## config.mk

```make
export PLATFORM = sky130hd
export DESIGN_NAME = cordic_job_scheduler
export DESIGN_NICKNAME = d
export VERILOG_FILES = /design/src/rtl/cordic_pkg.sv /design/src/rtl/sync_fifo.sv /design/src/rtl/cordic_job_scheduler.sv
export SDC_FILE = /design/constraint.sdc
export NUM_CORES = 1
export LEC_CHECK = 0
export ABC_AREA = 1
export CAP_MARGIN = 20
export CORE_MARGIN = 2
export CORE_UTILIZATION = 45
export CTS_CLUSTER_SIZE = 24
export DETAILED_ROUTE_END_ITERATION = 10
export GPL_TIMING_DRIVEN = 0
export PLACE_DENSITY = 0.78
export SYNTH_ARGS = -nofsm -noshare
export SYNTH_HDL_FRONTEND = slang
export SYNTH_SLANG_ARGS = --single-unit
```

## constraint.sdc

```tcl
create_clock -name clk -period 6.3 [get_ports clk]
set_input_delay 0.945 -clock clk [delete_from_list [all_inputs] [get_ports clk]]
set_output_delay 0.945 -clock clk [all_outputs]
set_load 0.005 [all_outputs]
```

## src/rtl/cordic_pkg.sv

```systemverilog
// Shared constants and types for the CORDIC job scheduler: mode encodings,
// scheduler states and status bit positions for the register map.
package cordic_pkg;

    localparam logic [1:0] CIRCULAR   = 2'd0;
    localparam logic [1:0] LINEAR     = 2'd1;
    localparam logic [1:0] HYPERBOLIC = 2'd2;
    localparam logic [1:0] MODE_RSVD  = 2'd3;

    typedef enum logic [1:0] {
        IDLE  = 2'd0,
        ISSUE = 2'd1,
        WAIT  = 2'd2
    } state_t;

    localparam int unsigned STAT_BUSY      = 0;
    localparam int unsigned STAT_CMD_READY = 1;
    localparam int unsigned STAT_RES_VALID = 2;
    localparam int unsigned STAT_RES_ERR   = 3;
    localparam int unsigned STAT_TIMEOUT   = 4;

    function automatic logic is_reserved(input logic [1:0] mode);
        return mode == MODE_RSVD;
    endfunction

endpackage

```

## src/rtl/sync_fifo.sv

```systemverilog
// First-word-fall-through synchronous FIFO with occupancy output; flush empties it
// and takes priority over a push in the same cycle.
module sync_fifo #(
    parameter int unsigned WIDTH = 8,
    parameter int unsigned DEPTH = 4
) (
    input  logic                     clk,
    input  logic                     rst,
    input  logic                     flush,
    input  logic                     push,
    input  logic [WIDTH-1:0]         wdata,
    input  logic                     pop,
    output logic [WIDTH-1:0]         rdata,
    output logic                     full,
    output logic                     empty,
    output logic [$clog2(DEPTH):0]   level
);

    localparam int unsigned AW = $clog2(DEPTH);
    localparam logic [AW:0] CAP = (AW + 1)'(DEPTH);

    logic [WIDTH-1:0] mem [DEPTH];
    logic [AW:0]      wr_cnt;
    logic [AW:0]      rd_cnt;
    logic             do_push;
    logic             do_pop;

    assign level   = wr_cnt - rd_cnt;
    assign empty   = (wr_cnt == rd_cnt);
    assign full    = (level == CAP);
    assign do_pop  = pop && !empty;
    // A pop frees the slot, so a full FIFO still accepts a simultaneous push.
    assign do_push = push && (!full || do_pop);
    assign rdata   = empty ? '0 : mem[rd_cnt[AW-1:0]];

    always_ff @(posedge clk) begin
        if (rst || flush) begin
            wr_cnt <= '0;
            rd_cnt <= '0;
        end else begin
            if (do_push) wr_cnt <= wr_cnt + 1'b1;
            if (do_pop)  rd_cnt <= rd_cnt + 1'b1;
        end
    end

    always_ff @(posedge clk) begin
        if (do_push && !rst && !flush) mem[wr_cnt[AW-1:0]] <= wdata;
    end

endmodule

```

## src/rtl/cordic_job_scheduler.sv

```systemverilog
// Queues CORDIC jobs, issues them one at a time to the shared core and collects
// tagged results; a watchdog converts a hung job into an error result.
module cordic_job_scheduler
    import cordic_pkg::*;
#(
    parameter int unsigned FIXED_WIDTH = 16,
    parameter int unsigned SHIFT_W     = 4,
    parameter int unsigned TAG_W       = 4,
    parameter int unsigned DEPTH       = 4,
    parameter int unsigned TIMEOUT     = 64
) (
    input  logic                     clk,
    input  logic                     rst,
    input  logic                     flush,
    input  logic                     cmd_valid,
    output logic                     cmd_ready,
    input  logic [1:0]               cmd_mode,
    input  logic                     cmd_rotating,
    input  logic [SHIFT_W-1:0]       cmd_shift,
    input  logic [FIXED_WIDTH-1:0]   cmd_a,
    input  logic [FIXED_WIDTH-1:0]   cmd_b,
    input  logic [TAG_W-1:0]         cmd_tag,
    output logic                     cor_start,
    output logic [1:0]               cor_mode,
    output logic                     cor_rotating,
    output logic [SHIFT_W-1:0]       cor_shift,
    output logic [FIXED_WIDTH-1:0]   cor_a,
    output logic [FIXED_WIDTH-1:0]   cor_b,
    input  logic [FIXED_WIDTH-1:0]   cor_out1,
    input  logic [FIXED_WIDTH-1:0]   cor_out2,
    input  logic                     cor_done,
    output logic                     res_valid,
    input  logic                     res_ready,
    output logic [FIXED_WIDTH-1:0]   res_out1,
    output logic [FIXED_WIDTH-1:0]   res_out2,
    output logic [TAG_W-1:0]         res_tag,
    output logic                     res_err,
    output logic                     busy,
    output logic [$clog2(DEPTH):0]   cmd_level,
    output logic [$clog2(DEPTH):0]   res_level,
    output logic                     irq,
    output logic                     timeout_seen
);

    localparam int unsigned CMD_W = 2 + 1 + SHIFT_W + 2 * FIXED_WIDTH + TAG_W;
    localparam int unsigned RES_W = 2 * FIXED_WIDTH + TAG_W + 1;
    localparam int unsigned WD_W  = $clog2(TIMEOUT);
    localparam logic [WD_W-1:0] WD_LAST = WD_W'(TIMEOUT - 1);

    state_t state;
    state_t state_next;

    logic [CMD_W-1:0]       cmd_wdata;
    logic [CMD_W-1:0]       cmd_rdata;
    logic                   cmd_full;
    logic                   cmd_empty;
    logic                   cmd_pop;

    logic [1:0]             head_mode;
    logic                   head_rotating;
    logic [SHIFT_W-1:0]     head_shift;
    logic [FIXED_WIDTH-1:0] head_a;
    logic [FIXED_WIDTH-1:0] head_b;
    logic [TAG_W-1:0]       head_tag;

    logic [TAG_W-1:0]       job_tag;
    logic [WD_W-1:0]        wd_cnt;

    logic [RES_W-1:0]       res_wdata;
    logic [RES_W-1:0]       res_rdata;
    logic                   res_full;
    logic                   res_empty;
    logic                   res_push;
    logic [FIXED_WIDTH-1:0] push_out1;
    logic [FIXED_WIDTH-1:0] push_out2;
    logic                   push_err;
    logic                   timeout_hit;

    assign cmd_ready = !cmd_full;
    assign cmd_wdata = {cmd_mode, cmd_rotating, cmd_shift, cmd_a, cmd_b, cmd_tag};
    assign {head_mode, head_rotating, head_shift, head_a, head_b, head_tag} = cmd_rdata;

    sync_fifo #(
        .WIDTH (CMD_W),
        .DEPTH (DEPTH)
    ) u_cmd_fifo (
        .clk   (clk),
        .rst   (rst),
        .flush (flush),
        .push  (cmd_valid && cmd_ready),
        .wdata (cmd_wdata),
        .pop   (cmd_pop),
        .rdata (cmd_rdata),
        .full  (cmd_full),
        .empty (cmd_empty),
        .level (cmd_level)
    );

    assign res_wdata = {push_out1, push_out2, job_tag, push_err};
    assign {res_out1, res_out2, res_tag, res_err} = res_rdata;
    assign res_valid = !res_empty;

    sync_fifo #(
        .WIDTH (RES_W),
        .DEPTH (DEPTH)
    ) u_res_fifo (
        .clk   (clk),
        .rst   (rst),
        .flush (flush),
        .push  (res_push),
        .wdata (res_wdata),
        .pop   (res_ready),
        .rdata (res_rdata),
        .full  (res_full),
        .empty (res_empty),
        .level (res_level)
    );

    always_ff @(posedge clk) begin
        if (rst) state <= IDLE;
        else     state <= state_next;
    end

    // A job is only taken when its result slot is guaranteed, since one job at most is in flight.
    always_comb begin
        state_next = state;
        unique case (state)
            IDLE:    if (!cmd_empty && !res_full) state_next = ISSUE;
            ISSUE:   state_next = is_reserved(cor_mode) ? IDLE : WAIT;
            WAIT:    if (cor_done || wd_cnt == WD_LAST) state_next = IDLE;
            default: state_next = IDLE;
        endcase
    end

    always_comb begin
        cmd_pop     = 1'b0;
        cor_start   = 1'b0;
        res_push    = 1'b0;
        push_out1   = '0;
        push_out2   = '0;
        push_err    = 1'b0;
        timeout_hit = 1'b0;
        unique case (state)
            IDLE: cmd_pop = !cmd_empty && !res_full;
            ISSUE: begin
                if (is_reserved(cor_mode)) begin
                    res_push = 1'b1;
                    push_err = 1'b1;
                end else begin
                    cor_start = 1'b1;
                end
            end
            WAIT: begin
                if (cor_done) begin
                    res_push  = 1'b1;
                    push_out1 = cor_out1;
                    push_out2 = cor_out2;
                end else if (wd_cnt == WD_LAST) begin
                    res_push    = 1'b1;
                    push_err    = 1'b1;
                    timeout_hit = 1'b1;
                end
            end
            default: ;
        endcase
    end

    assign irq  = res_push;
    assign busy = (state != IDLE) || !cmd_empty;

    always_ff @(posedge clk) begin
        if (rst) begin
            cor_mode     <= '0;
            cor_rotating <= 1'b0;
            cor_shift    <= '0;
            cor_a        <= '0;
            cor_b        <= '0;
            job_tag      <= '0;
        end else if (cmd_pop) begin
            cor_mode     <= head_mode;
            cor_rotating <= head_rotating;
            cor_shift    <= head_shift;
            cor_a        <= head_a;
            cor_b        <= head_b;
            job_tag      <= head_tag;
        end
    end

    always_ff @(posedge clk) begin
        if (rst)                 wd_cnt <= '0;
        else if (state == ISSUE) wd_cnt <= '0;
        else if (state == WAIT)  wd_cnt <= wd_cnt + 1'b1;
    end

    always_ff @(posedge clk) begin
        if (rst || flush)     timeout_seen <= 1'b0;
        else if (timeout_hit) timeout_seen <= 1'b1;
    end

endmodule
```

==> flow_summary.toml, run 1 <==
# flow metrics
[outcome]
outcome = "complete, no violations"

[flow_run]
openroad.warnings = 36

[final_layout]
largestClassByArea = "flip-flops and latches"
comb_share_pct = 19.5
drive_gt1_share_pct = 7.88
diodes = 1
fin_nets = 1630

[logic_synthesis]
synth-compound-area-share_pct = 10.5
synth.distinct_cells = 33
synthTopCellsByCount = "edfxtp_1, nor2_1, o21ai_0"
synth.logic.top_family = "simple AND/OR/NAND/NOR gates"
mux_share_pct = 0
synth.avg_cell_area_sq_um = 11.7
syn-instance-count = 1302
post_synth_instance_area_sq_mm = 0.0152
edf_count = 320

[sta]
rsz0062_at_grt = "no"
drv_slew = 0
fmax_mhz = 260
slew_headroom_pct = 43.6
setup_violations = 0
worst_slew_pin_slew_ns = 0.842

[floorplanning]
fp.dieH_um = 188
num_tap_cells = 448
die_w_um = 188

[grt]
grt_pass1_vias = 10673
grt_usage_pct = 20.3
grt_pass1_wl_um = 56700

[hold_path]
hold_end = "cor_a[15]"
hold_path_class = "flip-flop to flip-flop"

[clocking]
clk_latency_ns = 0.53
cts_tree = "done"
cts.repair.resized = 0
cts_made_buffers = 39
clockBufferDepth = 3

[drt]
drt-met1-wl_um = 14200
wl_met3_um = 3100
wl_met2_um = 18200

[worst_setup_path]
crit_required_ns = 5.35
setup.worst_path.end = "busy"
cp_top_family = "buffers and inverters"
crit_type = "flip-flop to primary output"
cpPeakStageDelay_ns = 0.70

[power]
vdd_drop_max_mv = 0.246
leakagePower_uw = 0.00667
power_uw = 5600

[place]
port_buffers = 168
placed_cell_area_sq_mm = 0.0177
gp_congestion = 0.773
[run 1: registers in the layout, summed over array words and instances, names as in the netlist, 3 cells and up, named ones only]
signal             flops
cor_shift              4
u_res_fifo.mem       148
cor_a                 16
cor_b                 16
u_res_fifo.rd_cnt      3
u_cmd_fifo.wr_cnt      3
u_cmd_fifo.mem       172
u_res_fifo.wr_cnt      3
wd_cnt                 6
job_tag                4
u_cmd_fifo.rd_cnt      3
[run 1: power by group]
part	leakage, uW	internal (uW)	switching, uW
clock network	0.000655	1410	946
logic	0.00257	184	220
registers	0.00345	2800	31.3
[run 1: through the flow]
step	setup WS, ns	hold slack (ns)
finish	2.45	0.463
global placement	-1.31	0.453
floorplan	1.51	0.447
detailed placement	2.38	0.457
CTS	2.45	0.464
global route	2.29	0.480
==> run_1/layer_met1.png <==
Scale: 2 px per um. Supply wires on this layer in gray.
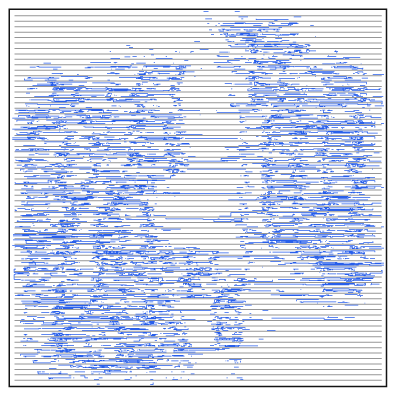
longest straight run: 36.1 um
nets with wire on the layer: 1,497
wire length on this layer: 14,200 um
share of all routed wire: 39%
main direction: horizontal
Vias: 10,603
GR Util met1: 24.9%
final WL: 36,300 um

==> run_1/layer_met3.png <==
Scale: 2 px per um.
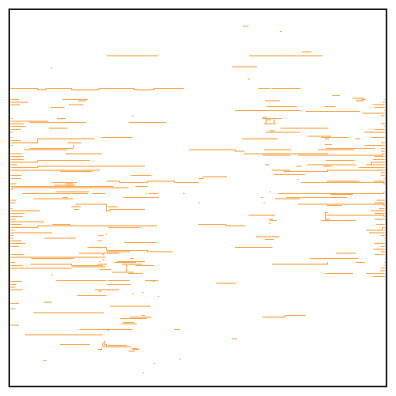
longest straight run: 59.6 um
main direction: horizontal
met3 usage in global routing: 4.88%

==> run_1/layer_met4.png <==
Scale: 2 px per um. Supply wires on this layer in gray.
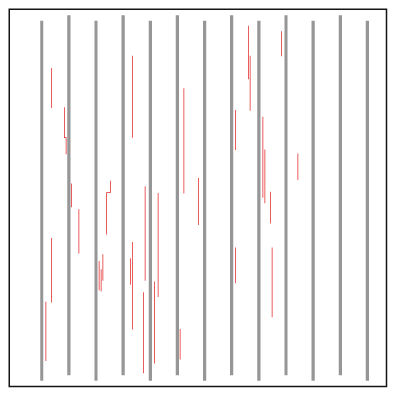
share of all routed wire: 2.2%
nets with wire on the layer: 21
main direction: vertical
wire length on this layer: 805 um
longest straight run: 52.4 um

==> run_1/layer_met2.png <==
Scale: 1.5 px per um. Cells faint in the background.
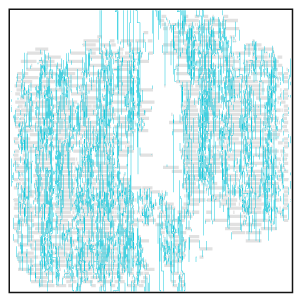

==> run 2: changes to the inputs <==
- clock period: 6.3 -> 3.89 ns (I/O delays scaled with it)
==> run_2/layer_met2.png <==
Scale: 1.5 px per um. Cells faint in the background.
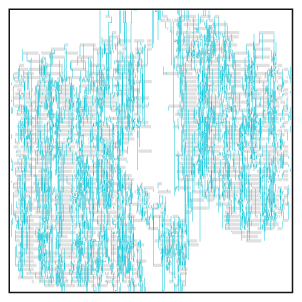
share of all routed wire: 50%
main direction: vertical
longest straight run: 69.7 um
nets with wire on the layer: 1,313
Vias: 10,680
final WL: 36,700 um

==> run 2 against run 1 <==
Against the previous run: critical path depth rose by 2; final area fell by 0.41%; core utilization fell by 0.23 points; combinational power rose by 63%; via count rose by 0.73%; clock-buffer cell count fell by 4; cell count fell by 0.20%; setup slack got worse by 2.0 ns; global-route usage fell by 0.11 points; total power rose by 59%; sequential power rose by 62%; critical path type unchanged; highest routed layer unchanged.
==> flow_summary.toml, run 2 <==
# flow metrics
[logic_synthesis]
edf_count = 320
synth.logic.top_family = "simple AND/OR/NAND/NOR gates"
syn-instance-count = 1302
mux_share_pct = 0
post_synth_instance_area_sq_mm = 0.0152
synth.distinct_cells = 33
area_leaders = "edfxtp_1, dfxtp_1, nor2_1"
synth-compound-area-share_pct = 10.5
ys_seq_share_pct = 71.8
yosys_warnings = 0
synth.avg_cell_area_sq_um = 11.7
synthTopCellsByCount = "edfxtp_1, nor2_1, o21ai_0"

[sta]
hold_ws_ns = 0.463
slew_headroom_pct = 31.6
fmax_mhz = 287
finalSetupTns_ns = 0
setup_violations = 0
rsz0062_at_grt = "no"
setup_slack_ns = 0.406
drv_slew = 0
worst_slew_pin_slew_ns = 1.02

[final_layout]
postLayoutCellArea_sq_mm = 0.0190
drive_gt1_share_pct = 7.58
fin_nets = 1629
largest_reg_flops = 172
fin_util_pct = 56.8

[clocking]
postCtsSetupBuffers = 0
cts_max_level = 2
clockBufferDepth = 3
clock-sinks = 386
postCtsHoldBufs = 0
cts_made_buffers = 39
cts.repair.resized = 0
clk_latency_ns = 0.53
cts_tree = "done"

[worst_setup_path]
arrival_ns = 2.90
reg2reg_from = "u_cmd_fifo.rd_cnt[0]"
cpPeakStageDelay_ns = 0.51
cp_top_family = "buffers and inverters"
reg2reg_depth = 10
setup.worst_path.end = "res_out2[7]"
critPathBufInv = 4
worst_r2r_endpoint = "u_cmd_fifo.mem[2][17]"
crit_type = "flip-flop to primary output"
cp_num_cells = 7
crit_required_ns = 3.31

[drt]
wire_per_inst_um = 18.3
wl_met3_um = 3420
dr.pass1.iters = 5
drt-met1-wl_um = 14100
wl_met2_um = 18200

[floorplanning]
fp.dieH_um = 188
die-area_sq_mm = 0.0353
rows = 67
die_w_um = 188
fp_util_pct = 45.5

[hold_path]
hold_path_class = "flip-flop to flip-flop"
hold_end = "cor_b[4]"

[power]
p_int_uw = 7010
vdd_drop_max_mv = 0.385
clock_power_uw = 3660
leakagePower_uw = 0.00663
power.share.clock_pct = 41.1
powerSeq_uw = 4590
switching_share_pct = 21.4
p_switching_uw = 1900
p_comb_share_pct = 7.4
sequentialPowerShare_pct = 51.5
power_leader = "registers"
pg_comb_uw = 655

[grt]
grt_usage_pct = 20.2
grt_pass1_wl_um = 56100
grtUsageMet3_pct = 4.64
grt_pass1_vias = 10592

[place]
place_ws_ns = 0.424
port_buffers = 168
placed_cell_area_sq_mm = 0.0177
gp_congestion = 0.773
dp_hpwl_um = 24300

[flow_run]
openroad.warnings = 37

[outcome]
outcome = "complete, no violations"
==> run_2/layer_met1.png <==
Scale: 2 px per um. Supply wires on this layer in gray.
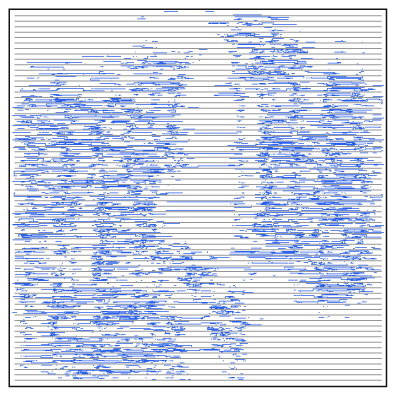
nets with wire on the layer: 1,510
main direction: horizontal
share of all routed wire: 38%
longest straight run: 43.2 um
wire length on this layer: 14,100 um
GR Util met1: 24.9%

==> run 2: netlist changes by cell type in the layout (fill, tap and decap cells not counted), moves of 2 or more <==
cell / change
buf_6: -4
inv_6: +2
clkinv_4: -2
clkinv_1: +2
buf_8: +2
clkbuf_16: -2
==> run 2: area by class of cell <==
class / instances / area (sq um)
multi-input cells: 776 / 3720
repair buffers: 185 / 1920
clock buffers: 50 / 1050
clock inverters: 19 / 199
well taps: 448 / 561
flip-flops and latches: 386 / 10900
fillers: 2613 / 14500
plain buffers: 71 / 348
inverters: 69 / 264
diodes: 1 / 2.50
==> run 2: metrics by stage <==
step | power [uW] | std cells
after floorplan | 4970 | 1302
after global placement | 5300 | 1918
after detailed placement | 5330 | 1935
after CTS | 8960 | 2004
after global routing | 9190 | 2004
final | 8910 | 2005
==> run 3: changes to the inputs <==
- SLEW_MARGIN: default -> 20
==> run 3 against run 2 <==
Against the previous run: sequential power barely moved; largest cell class unchanged; worst hold slack better by 0.0016 ns; via count grew 0.95%; combinational power rose by 0.9%; synthesized cell count unchanged; non-clock buffer count increased by 8; clock-buffer cell count is 1 lower; cell count increased by 0.45%; clock skew fell by 0.0034 ns; synthesized area is the same.
==> flow_summary.toml, run 3 <==
# flow metrics
[power]
switching_share_pct = 21.2
power_uw = 9050
vdd_drop_max_mv = 0.435
power.share.clock_pct = 41.9
p_int_uw = 7120
p_comb_share_pct = 7.3
leakagePower_uw = 0.00672

[sta]
hold_ws_ns = 0.464
worst_slew_pin_slew_ns = 0.798
setup_violations = 0
rsz0062_at_grt = "no"
slew_headroom_pct = 46.7
drv_slew = 0

[logic_synthesis]
synth.logic.top_family = "simple AND/OR/NAND/NOR gates"
area_leaders = "edfxtp_1, dfxtp_1, nor2_1"
synth-compound-area-share_pct = 10.5
edf_count = 320
post_synth_instance_area_sq_mm = 0.0152
yosys_warnings = 0
mux_share_pct = 0

[place]
placed_cell_area_sq_mm = 0.0178
port_buffers = 168
place_inst = 1943
gp_congestion = 0.773
place_ws_ns = 0.506

[drt]
wl_met2_um = 18300
routed_wl_um = 36800
drt-met1-wl_um = 14400
wire_per_inst_um = 18.3
dr.pass1.iters = 5

[clocking]
clk_latency_ns = 0.52
cts_made_buffers = 39
cts_max_level = 2
clockBufferDepth = 3
cts.repair.resized = 0

[worst_setup_path]
arrival_ns = 2.95
crit_required_ns = 3.31
setup.worst_path.end = "busy"
cp_top_family = "buffers and inverters"
cpPeakStageDelay_ns = 0.73

[grt]
grt_usage_pct = 20.4
grt_pass1_vias = 10735
grt_pass1_wl_um = 56900

[final_layout]
largest_reg_flops = 172
mi_logic_area_sq_mm = 0.00372
postLayoutCellArea_sq_mm = 0.0191
drive_gt1_share_pct = 8.24
final_cells = 2014

[flow_run]
openroad.warnings = 37

[floorplanning]
fp.dieH_um = 188
fp_util_pct = 45.5
die_w_um = 188
die-area_sq_mm = 0.0353
rows = 67

[hold_path]
hold_end = "cor_a[5]"

[outcome]
outcome = "complete, no violations"
==> run 3: cell types whose count changed in the layout (fill, tap and decap cells not counted), sizes merged <==
cell    previous run  this run
bufinv             4         5
inv               69        68
clkinv            14        16
clkbuf            89        88
buf               49        57
==> run 3: layout make-up <==
cell class	count	area share, %
Antenna cell	1	0.0131
Buffer	71	1.82
Clock buffer	49	5.61
Clock inverter	21	1.23
Inverter	69	1.38
Multi-Input combinational cell	776	19.4
Sequential cell	386	57.1
Tap cell	448	2.93
Timing Repair Buffer	193	10.5
==> run 3: power by group through the flow <==
stage,sequential [uW],combinational [uW],clock [uW]
6_report,4590,661,3790
5_1_grt,4600,717,4000
4_1_cts,4590,663,3850
3_5_place_dp,4680,657,0
3_3_place_gp,4670,629,0
2_1_floorplan,4670,305,0
==> run_3/layer_met1.png <==
Scale: 2 px per um. Supply wires on this layer in gray.
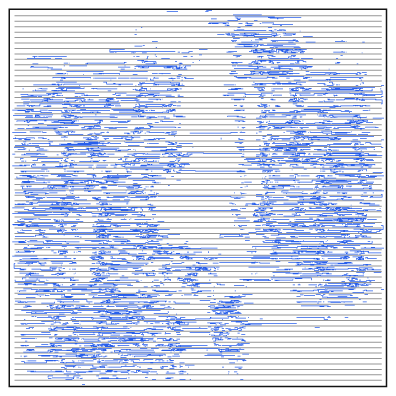
main direction: horizontal
wire length on this layer: 14,400 um
longest straight run: 45.1 um
nets with wire on the layer: 1,515
GR Util met1: 24.9%
Vias: 10,781

==> run_3/placement.png <==
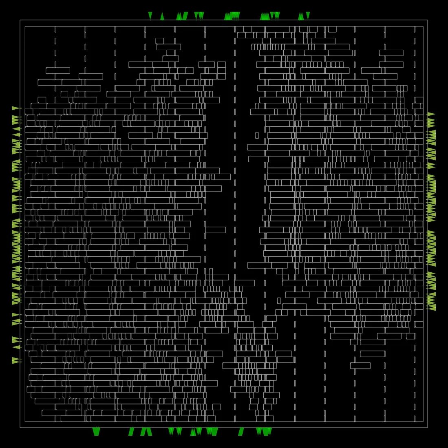
sequential share of cell area: 57.1%
core area: 0.0334 sq mm
Final Util: 57.2%
Filler Cell Count: 2,565

Power is estimated from default activity; no workload was simulated.
